placement.png
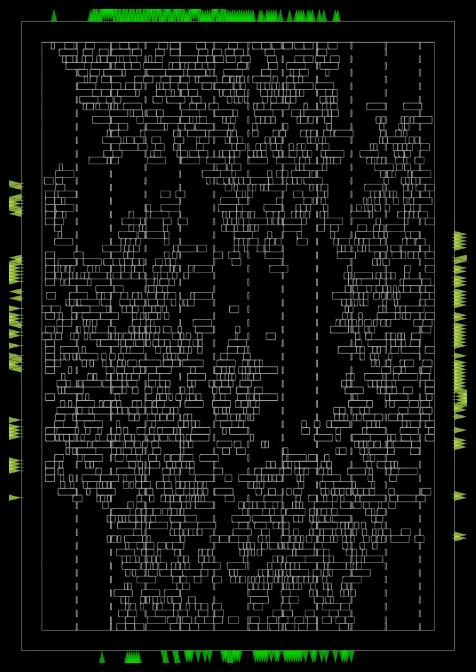
wires.png
Scale: 2 px per um. Only two layers are drawn.
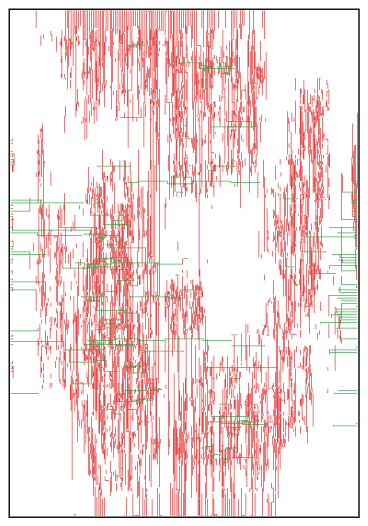
io_placement.png
Scale: 2 px per um. Pins as bars across the die edge, other pins in gray.
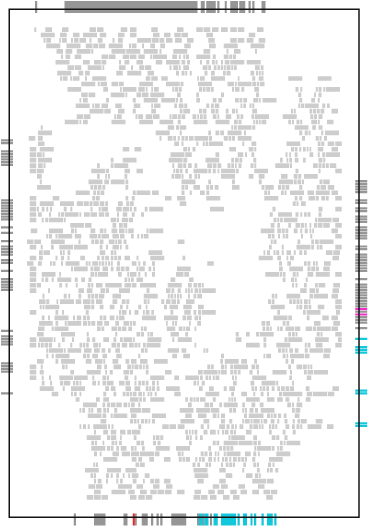
sizes.png
Scale: 2 px per um.
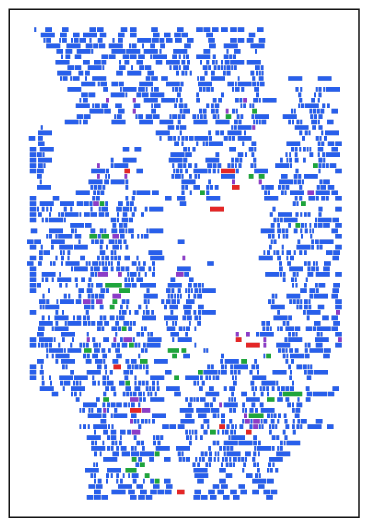
===== src/rtl/pipe_perf_monitor.sv =====
// Run controller and performance counters for the 5-stage core: run to an instruction limit, drain, then hold results.
// Optional watchdog (define PERF_WATCHDOG_EN) aborts a run that stops retiring for WDOG_CYCLES cycles.
module pipe_perf_monitor #(
  parameter int CNT_W          = 32,
  parameter int PC_W           = 32,
  parameter int PIPELINE_DEPTH = 5,
  parameter int FORW_W         = 2,
  parameter int WDOG_CYCLES    = 64
) (
  input  logic              clk,
  input  logic              reset,
  input  logic              start,
  input  logic [CNT_W-1:0]  instr_limit,
  input  logic              wb_isValid,
  input  logic [PC_W-1:0]   wb_pc,
  input  logic              id_stall,
  input  logic [FORW_W-1:0] id_forwA,
  input  logic [FORW_W-1:0] id_forwB,
  output logic              busy,
  output logic              done,
  output logic [CNT_W-1:0]  cycle_cnt,
  output logic [CNT_W-1:0]  retired_cnt,
  output logic [CNT_W-1:0]  stall_cnt,
  output logic [CNT_W-1:0]  fwd_cnt,
  output logic [PC_W-1:0]   last_pc,
  output logic              sat,
  output logic              timeout
);

  localparam logic [1:0] IDLE  = 2'd0;
  localparam logic [1:0] RUN   = 2'd1;
  localparam logic [1:0] DRAIN = 2'd2;
  localparam logic [1:0] DONE  = 2'd3;

  localparam int DRAIN_W = (PIPELINE_DEPTH > 1) ? $clog2(PIPELINE_DEPTH) : 1;
  localparam logic [CNT_W-1:0]   CNT_MAX    = '1;
  localparam logic [DRAIN_W-1:0] DRAIN_LOAD = DRAIN_W'(PIPELINE_DEPTH - 1);

  if (PIPELINE_DEPTH < 1 || WDOG_CYCLES < 1) begin : g_param_check
    $error("pipe_perf_monitor: PIPELINE_DEPTH and WDOG_CYCLES must be >= 1");
  end

  // Returns {overflowed, clamped sum}; the counter sticks at all-ones instead of wrapping.
  function automatic logic [CNT_W:0] sat_add(input logic [CNT_W-1:0] a, input logic [1:0] inc);
    logic [CNT_W+1:0] sum;
    sum = {2'b00, a} + {{CNT_W{1'b0}}, inc};
    if (sum > {2'b00, CNT_MAX}) sat_add = {1'b1, CNT_MAX};
    else                        sat_add = {1'b0, sum[CNT_W-1:0]};
  endfunction

  logic [1:0]         state;
  logic [DRAIN_W-1:0] drain_cnt;
  logic [CNT_W-1:0]   limit_q;
  logic [1:0]         fwd_inc;
  logic [CNT_W:0]     cyc_nx, ret_nx, stall_nx, fwd_nx;
  logic               any_sat, limit_hit, start_ok, wdog_fire;

  always_comb begin
    fwd_inc  = 2'(id_forwA != '0) + 2'(id_forwB != '0);
    cyc_nx   = sat_add(cycle_cnt, 2'd1);
    ret_nx   = sat_add(retired_cnt, {1'b0, wb_isValid});
    stall_nx = sat_add(stall_cnt, {1'b0, id_stall});
    fwd_nx   = sat_add(fwd_cnt, fwd_inc);
    any_sat  = cyc_nx[CNT_W] | ret_nx[CNT_W] | stall_nx[CNT_W] | fwd_nx[CNT_W];
    limit_hit = wb_isValid && (ret_nx[CNT_W-1:0] == limit_q);
  end

  assign start_ok = start && (state == IDLE || state == DONE);
  assign busy     = (state == RUN) || (state == DRAIN);
  assign done     = (state == DONE);

`ifdef PERF_WATCHDOG_EN
  localparam int IDLE_W = $clog2(WDOG_CYCLES + 1);
  logic [IDLE_W-1:0] idle_cnt;

  // Fires on the cycle whose idle increment would reach WDOG_CYCLES.
  assign wdog_fire = (state == RUN) && !wb_isValid && (idle_cnt == IDLE_W'(WDOG_CYCLES - 1));

  always_ff @(posedge clk) begin
    if (reset) begin
      idle_cnt <= '0;
      timeout  <= 1'b0;
    end else if (start_ok) begin
      idle_cnt <= '0;
      timeout  <= 1'b0;
    end else if (state == RUN) begin
      idle_cnt <= wb_isValid ? '0 : idle_cnt + 1'b1;
      if (wdog_fire) timeout <= 1'b1;
    end
  end
`else
  assign wdog_fire = 1'b0;
  assign timeout   = 1'b0;
`endif

  always_ff @(posedge clk) begin
    if (reset) begin
      state       <= IDLE;
      drain_cnt   <= '0;
      limit_q     <= '0;
      cycle_cnt   <= '0;
      retired_cnt <= '0;
      stall_cnt   <= '0;
      fwd_cnt     <= '0;
      last_pc     <= '0;
      sat         <= 1'b0;
    end else begin
      case (state)
        IDLE, DONE: begin
          if (start_ok) begin
            limit_q     <= instr_limit;
            cycle_cnt   <= '0;
            retired_cnt <= '0;
            stall_cnt   <= '0;
            fwd_cnt     <= '0;
            last_pc     <= '0;
            sat         <= 1'b0;
            if (instr_limit == '0) begin
              state     <= DRAIN;
              drain_cnt <= DRAIN_LOAD;
            end else begin
              state <= RUN;
            end
          end
        end
        RUN: begin
          cycle_cnt   <= cyc_nx[CNT_W-1:0];
          retired_cnt <= ret_nx[CNT_W-1:0];
          stall_cnt   <= stall_nx[CNT_W-1:0];
          fwd_cnt     <= fwd_nx[CNT_W-1:0];
          if (wb_isValid) last_pc <= wb_pc;
          sat <= sat | any_sat;
          // The limiting retirement and its cycle are counted before draining.
          if (limit_hit) begin
            state     <= DRAIN;
            drain_cnt <= DRAIN_LOAD;
          end else if (wdog_fire) begin
            state <= DONE;
          end
        end
        DRAIN: begin
          if (drain_cnt == '0) state <= DONE;
          else                 drain_cnt <= drain_cnt - 1'b1;
        end
        default: state <= IDLE;
      endcase
    end
  end

endmodule


===== config.mk =====
export PLATFORM = sky130hd
export DESIGN_NAME = pipe_perf_monitor
export DESIGN_NICKNAME = d
export VERILOG_FILES = /design/src/rtl/pipe_perf_monitor.sv
export SDC_FILE = /design/constraint.sdc
export NUM_CORES = 1
export LEC_CHECK = 0
export CORE_ASPECT_RATIO = 1.5
export CORE_MARGIN = 8
export CORE_UTILIZATION = 30
export CTS_BUF_LIST = sky130_fd_sc_hd__clkbuf_2
export DETAILED_ROUTE_END_ITERATION = 12
export PLACE_DENSITY = 0.56
export SKIP_LAST_GASP = 1
export SYNTH_ARGS = -nofsm -noshare
export SYNTH_HDL_FRONTEND = slang
export SYNTH_SLANG_ARGS = --single-unit

===== constraint.sdc =====
create_clock -name clk -period 5 [get_ports clk]
set_input_delay 1 -clock clk [delete_from_list [all_inputs] [get_ports clk]]
set_output_delay 1 -clock clk [all_outputs]
set_load 0.05 [all_outputs]

==> impl_metrics.toml <==
# synthesis and place-and-route metrics
[clocking]
cts_resized = 0
insertion_delay_ns = 0.87

[worst_hold_path]
hp-class = "flip-flop to flip-flop"
holdPathStages = 2

[finish]
n_antenna_cell = 1
lay_top_count = "clkdlybuf4s50_1"
ff_count = 198
area_share_clock_buf_inv_pct = 1.49
finish.utilization_pct = 38.0

[synthesis]
synth_top_cell_by_area = "dfxtp_1"
simple_gate_area_share_pct = 28.5
yosys_area_um2 = 11300
yosysWarnings = 0
synth-edff-count = 0
fp_nets = 1645
ys_sh_aoi_pct = 25.3

[placement]
gp_congestion = 0.954

[worst_setup_path]
rr_worst_depth = 11
critPathMaxStageDelay_ns = 0.77
required_ns = 5.80
r2r_slack_ns = 0.99

[routing]
routed.top_layer = "met4"
met2_length_mm = 22.1

[run_status]
outcome = "completed"

[sta]
fin_skew_ns = 0.0546
fmax_ghz = 0.249

[global_routing]
grt_overflow_total = 0
top_usage_layer = "met2"

[power]
largestPowerGroup = "registers"
## Picture notes: placement.png
core outline area: 37,300 um2
final non-filler cell total: 2,226
tap cells: 489

## Picture notes: wires.png
[metal 2] red | wire length: 22.1 mm
[metal 3] green | wire length: 1,700 um
Total GRT Usage: 18.4%
DRT Wirelength: 42.0 mm
DR vias: 12,100
Routed wire per std cell: 18.9 um

## Picture notes: io_placement.png
[cycle_cnt] cyan | pins: 32 | direction: output | edge: 24 bottom, 8 right
[id_forwA] magenta | pins: 2 | direction: input | edge: right
[busy] red | pins: 1 | direction: output | edge: bottom
all pins by edge: 93 top, 52 bottom, 51 right, 41 left
Die Y: 253 um
DIE WIDTH: 174 um

## Picture notes: sizes.png
[_2 cells] purple | cells: 40 | share: 2.3%
[_6 and larger] red | cells: 11 | share: 0.63%
[_0 and _1 cells] blue | cells: 1,647 | share: 95%
[_3 and _4 cells] green | cells: 38 | share: 2.2%
final worst setup slack: 0.989 ns
Non-clk bufs: 259

